==> src/rtl/downcounter_timer_if.sv <==
// Handshake bundle for downcounter_timer: load/value/enable in, count and status out.
// The master side drives the controls; the timer itself is the slave.
interface downcounter_timer_if #(
  parameter int WIDTH = 4
);
  logic             load;
  logic [WIDTH-1:0] a;
  logic             en;
  logic [WIDTH-1:0] count;
  logic             tc;
  logic             zero;
  logic             busy;
  logic             done;

  modport master (
    output load, a, en,
    input  count, tc, zero, busy, done
  );

  modport slave (
    input  load, a, en,
    output count, tc, zero, busy, done
  );
endinterface

==> src/rtl/downcounter_timer.sv <==
// Loadable down-counting interval timer with a one-cycle terminal-count pulse.
// Define DOWNCOUNTER_TIMER_AUTORELOAD_EN for periodic reload instead of one-shot stop.
module downcounter_timer #(
  parameter int WIDTH = 4
) (
  input  logic                 clk,
  input  logic                 rst,
  downcounter_timer_if.slave   bus
);

  typedef enum logic [1:0] {
    IDLE = 2'd0,
    RUN  = 2'd1,
    DONE = 2'd2
  } state_e;

  state_e           state_q, state_d;
  logic [WIDTH-1:0] count_q, count_d;
  logic             tc_q, tc_d;

`ifdef DOWNCOUNTER_TIMER_AUTORELOAD_EN
  logic [WIDTH-1:0] reload_q, reload_d;

  always_ff @(posedge clk) begin
    if (rst) begin
      reload_q <= '0;
    end else begin
      reload_q <= reload_d;
    end
  end
`endif

  always_ff @(posedge clk) begin
    if (rst) begin
      state_q <= IDLE;
      count_q <= '0;
      tc_q    <= 1'b0;
    end else begin
      state_q <= state_d;
      count_q <= count_d;
      tc_q    <= tc_d;
    end
  end

  // Load beats any expiry on the same edge, so tc only pulses from an unloaded RUN edge.
  always_comb begin
    state_d = state_q;
    count_d = count_q;
    tc_d    = 1'b0;
`ifdef DOWNCOUNTER_TIMER_AUTORELOAD_EN
    reload_d = reload_q;
`endif
    if (bus.load) begin
      count_d = bus.a;
`ifdef DOWNCOUNTER_TIMER_AUTORELOAD_EN
      reload_d = bus.a;
`endif
      state_d = (bus.a != '0) ? RUN : IDLE;
    end else begin
      unique case (state_q)
        IDLE: state_d = IDLE;
        RUN: begin
          if (bus.en) begin
            if (count_q > WIDTH'(1)) begin
              count_d = count_q - WIDTH'(1);
            end else begin
              tc_d = 1'b1;
`ifdef DOWNCOUNTER_TIMER_AUTORELOAD_EN
              count_d = reload_q;
              state_d = RUN;
`else
              count_d = '0;
              state_d = DONE;
`endif
            end
          end
        end
        DONE: count_d = '0;
        default: begin
          state_d = IDLE;
          count_d = '0;
        end
      endcase
    end
  end

  assign bus.count = count_q;
  assign bus.tc    = tc_q;
  assign bus.zero  = (count_q == '0);
  assign bus.busy  = (state_q == RUN);
  assign bus.done  = (state_q == DONE);

endmodule

==> src/flat_wrapper.sv <==
// flat-port wrapper written by rule: the top's interface ports become plain ports
module downcounter_timer_flat 
#(
  parameter int WIDTH = 4
)
  (clk, rst, bus_load, bus_a, bus_en, bus_count, bus_tc, bus_zero, bus_busy, bus_done);
  downcounter_timer_if #(.WIDTH(WIDTH)) bus_i ();
  input  logic clk;
  input  logic rst;
  input wire logic [$bits(bus_i.load)-1:0] bus_load;
  input wire logic [$bits(bus_i.a)-1:0] bus_a;
  input wire logic [$bits(bus_i.en)-1:0] bus_en;
  output wire logic [$bits(bus_i.count)-1:0] bus_count;
  output wire logic [$bits(bus_i.tc)-1:0] bus_tc;
  output wire logic [$bits(bus_i.zero)-1:0] bus_zero;
  output wire logic [$bits(bus_i.busy)-1:0] bus_busy;
  output wire logic [$bits(bus_i.done)-1:0] bus_done;
  assign bus_i.load = bus_load;
  assign bus_i.a = bus_a;
  assign bus_i.en = bus_en;
  assign bus_count = bus_i.count;
  assign bus_tc = bus_i.tc;
  assign bus_zero = bus_i.zero;
  assign bus_busy = bus_i.busy;
  assign bus_done = bus_i.done;
  downcounter_timer #(.WIDTH(WIDTH)) u_core (.clk(clk), .rst(rst), .bus(bus_i));
endmodule
==> config.mk <==
export PLATFORM = sky130hd
export DESIGN_NAME = downcounter_timer_flat
export DESIGN_NICKNAME = d
export VERILOG_FILES = /design/src/rtl/downcounter_timer_if.sv /design/src/rtl/downcounter_timer.sv /design/src/flat_wrapper.sv
export SDC_FILE = /design/constraint.sdc
export NUM_CORES = 1
export LEC_CHECK = 0
export ABC_CLOCK_PERIOD_IN_PS = 2300
export CAP_MARGIN = 20
export CORE_AREA = 2 2 39 41
export CTS_CLUSTER_DIAMETER = 120
export DETAILED_ROUTE_END_ITERATION = 6
export DIE_AREA = 0 0 41 43
export PLACE_DENSITY = 0.66
export SYNTH_ARGS = -nofsm -noshare
export SYNTH_HDL_FRONTEND = slang
export SYNTH_SLANG_ARGS = --single-unit
==> constraint.sdc <==
create_clock -name clk -period 2.3 [get_ports clk]
set_clock_uncertainty 0.05 [all_clocks]
set_input_delay 0.345 -clock clk [delete_from_list [all_inputs] [get_ports clk]]
set_output_delay 0.345 -clock clk [all_outputs]
set_load 0.005 [all_outputs]
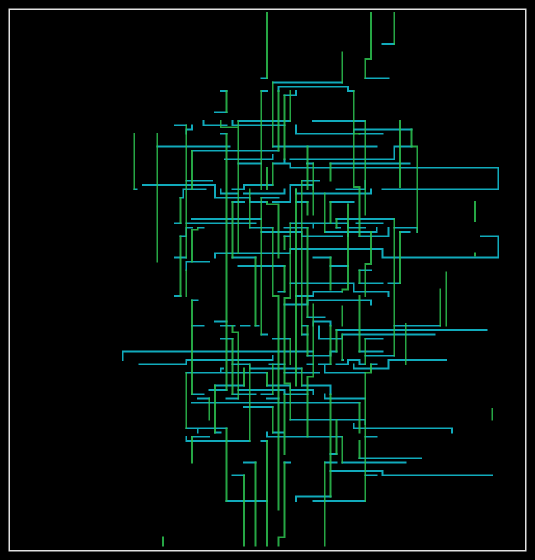
Fig. 1. Metal layers overlaid.
Only two layers are drawn.
[green] metal 2 | wire length: 467 um
[cyan] metal 1 | wire length: 502 um

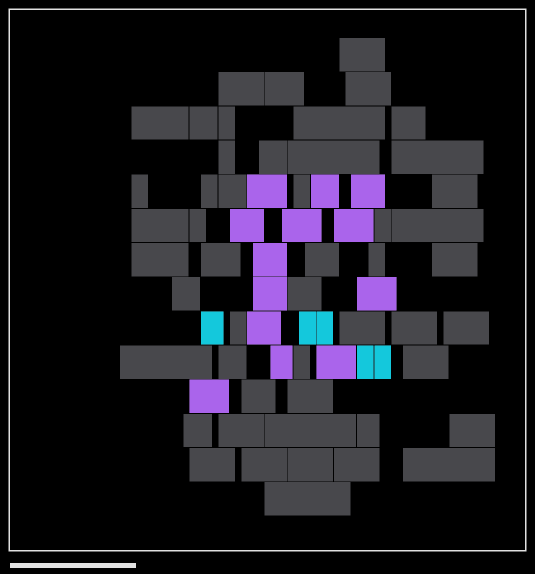
Fig. 2. Selected gate families.
Bar = 10 um.
[cyan] NAND gates | cells: 5 | most used: nand2_1 | where: center
[purple] inverting AOI/OAI gates | cells: 13 | where: center

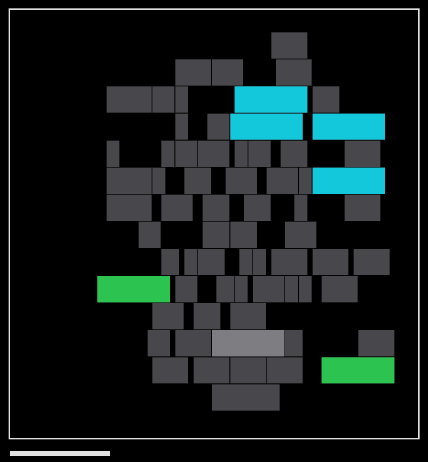
Fig. 3. Sequential cells colored by netlist name.
Bar = 10 um. Other sequential cells in the stronger gray, the rest of the logic in the fainter gray.
[cyan] u_core.bus.count | sequential cells: 4 | where: upper right
[green] u_core.state_q | sequential cells: 2

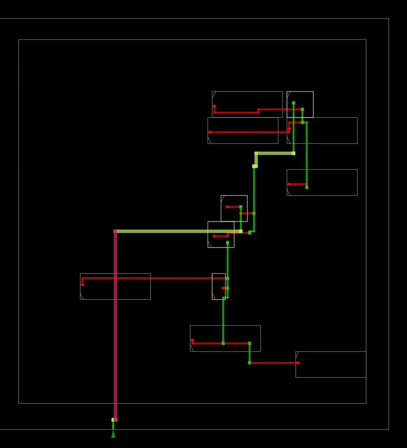
Fig. 4. The clock network.
power in the clock group: 0.115 mW
number of sinks driven by the clock tree: 7

## registers in the layout (all words and copies together) (netlist names)
register          flops
u_core.bus.count      4
u_core.state_q        2
u_core.bus.tc         1
## layout make-up
cell class / count / area share, %
clock buffers: 4 / 4.200
well taps: 16 / 3.200
flip-flops and latches: 7 / 22.40
repair buffers: 15 / 24.00
inverters: 4 / 2.400
multi-input cells: 38 / 43.80
## cells in the mapped netlist, types with 2 or more instances
master	instances
sky130_fd_sc_hd__dfxtp_1	7
sky130_fd_sc_hd__o211ai_1	3
sky130_fd_sc_hd__inv_1	4
sky130_fd_sc_hd__ha_1	3
sky130_fd_sc_hd__nand2_1	4
sky130_fd_sc_hd__a311oi_1	3
sky130_fd_sc_hd__nor2b_1	2
sky130_fd_sc_hd__nor2_1	5
## how the worst max path moves through the flow
stage | endpoint | start | slack [ns]
final | bus_zero | u_core.bus.count[0] | 0.35
after global routing | bus_zero | u_core.bus.count[0] | 0.24
after CTS | bus_zero | u_core.bus.count[0] | 0.35
after detailed placement | u_core.bus.count[0] | bus_load | 0.50
after global placement | u_core.bus.count[0] | bus_load | 0.53
after floorplan | u_core.state_q[1] | u_core.bus.count[0] | 0.87
## through the flow
stage | utilization (%) | hold WS, ns | cells
2_1_floorplan | - | 0.3641 | 50
3_3_place_gp | 43.31 | 0.4923 | 80
3_5_place_dp | 43.31 | 0.4997 | 80
4_1_cts | 45.21 | 0.5073 | 84
5_1_grt | 45.21 | 0.5452 | 84
6_report | 45.21 | 0.5048 | 84
## routing by layer
layer	wire length, um	part of all wire, %
met5	0	0
met4	19	1.8
met3	63	6.0
met2	467	44
met1	501	48
## worst max-delay path, delay by kind of cell (launching register included)
kind | cells | cell delay, ns
buf+inv | 2 | 0.55
flops | 1 | 0.43
fa+ha+maj | 1 | 0.20
simple gates | 1 | 0.13
## cells by family after synthesis
logic type,Yosys count
compound gates,15
xor+xnor,1
fa+ha+maj,3
buf+inv,5
flops,7
simple gates,19
## power by group through the flow
stage / Clock (mW) / Combinational (mW) / Sequential [mW]
6_report: 0.115 / 0.0932 / 0.141
5_1_grt: 0.122 / 0.106 / 0.142
4_1_cts: 0.116 / 0.0941 / 0.141
3_5_place_dp: 0 / 0.0937 / 0.143
3_3_place_gp: 0 / 0.0932 / 0.143
2_1_floorplan: 0 / 0.0513 / 0.141
==> git commit body <==
Refresh implementation metrics

- Top FF cell, synth: sky130_fd_sc_hd__dfxtp_1
* Number of cell instances after yosys synthesis: 50
- Worst Path Class, Setup: reg2out
* Outcome: completed
- The area taken by multi-input combinational cells is reported as 274.0 um2.
* Setup repair after global routing missed its margin: false
- Critical Path Fanout Max: 6
* Number of instances in the synthesized netlist: 50
* Count of input and output buffers: 15
- Per the log, the first TritonRoute iteration ended with a DRC count of 4.
- The global routing report lists combined usage of all routing layers as 14.53%.
- Looking at the clock tree report, the root buffer type is sky130_fd_sc_hd__clkbuf_4.
- Launch instance of the worst register-to-register path: u_core.bus.count[0]
- Worst reg2reg path depth: 5
- The floorplan step set the die width to 41 um.
* Path category of the worst min-delay check: reg2reg
* Buffer count from post-CTS setup fixing: 0
* Layout overhead on the synthesized area: 42.05%
- Design internal power: 0.2477 mW
- Vias post-DR: 439
- Worst relative slew slack: 79.68%
- Across the whole layout, storage elements account for 140.1 um2.
* Pre-CTS WS: 0.4956 ns
- Netlist area before placement: 440.4 um2
- In the post-route report, total wirelength is listed as 1052 um.
- Per the cell usage report, the commonest logic cells after layout are sky130_fd_sc_hd__clkdlybuf4s50_1, sky130_fd_sc_hd__dfxtp_1, sky130_fd_sc_hd__nor2_1.
- Global route summary, busiest routing layer listed as met2.
- Routing resource usage on met3 recorded by global route was 5.236%.
* Static power due to leakage: 0.2319 nW
* Proportion of power drawn by flip-flops and latches: 40.3%
* Hold-critical path endpoint: u_core.bus.count[1]
- Detailed placement ended at an HPWL of 822.9 um.
- Once routing completed, OpenROAD measured the worst setup slack at 0.3512 ns.
* Fa+ha+maj area frac: 8.523%
- Of the total synthesized cell area, the portion taken by AND-OR and OR-AND cells is 27.27%.
- Cells traversed along the worst timing path: inv_1, ha_1, and2_1, clkdlybuf4s50_1
* P per Cell Area: 558.3 mW/mm2
- Combinational share of power: 26.7%
- Hold-fix buffer count after cts: 0
- Among the non-sequential cells, AND-OR/OR-AND gates take the most area.
No activity file was given, so power comes from the tool's default toggle rates.
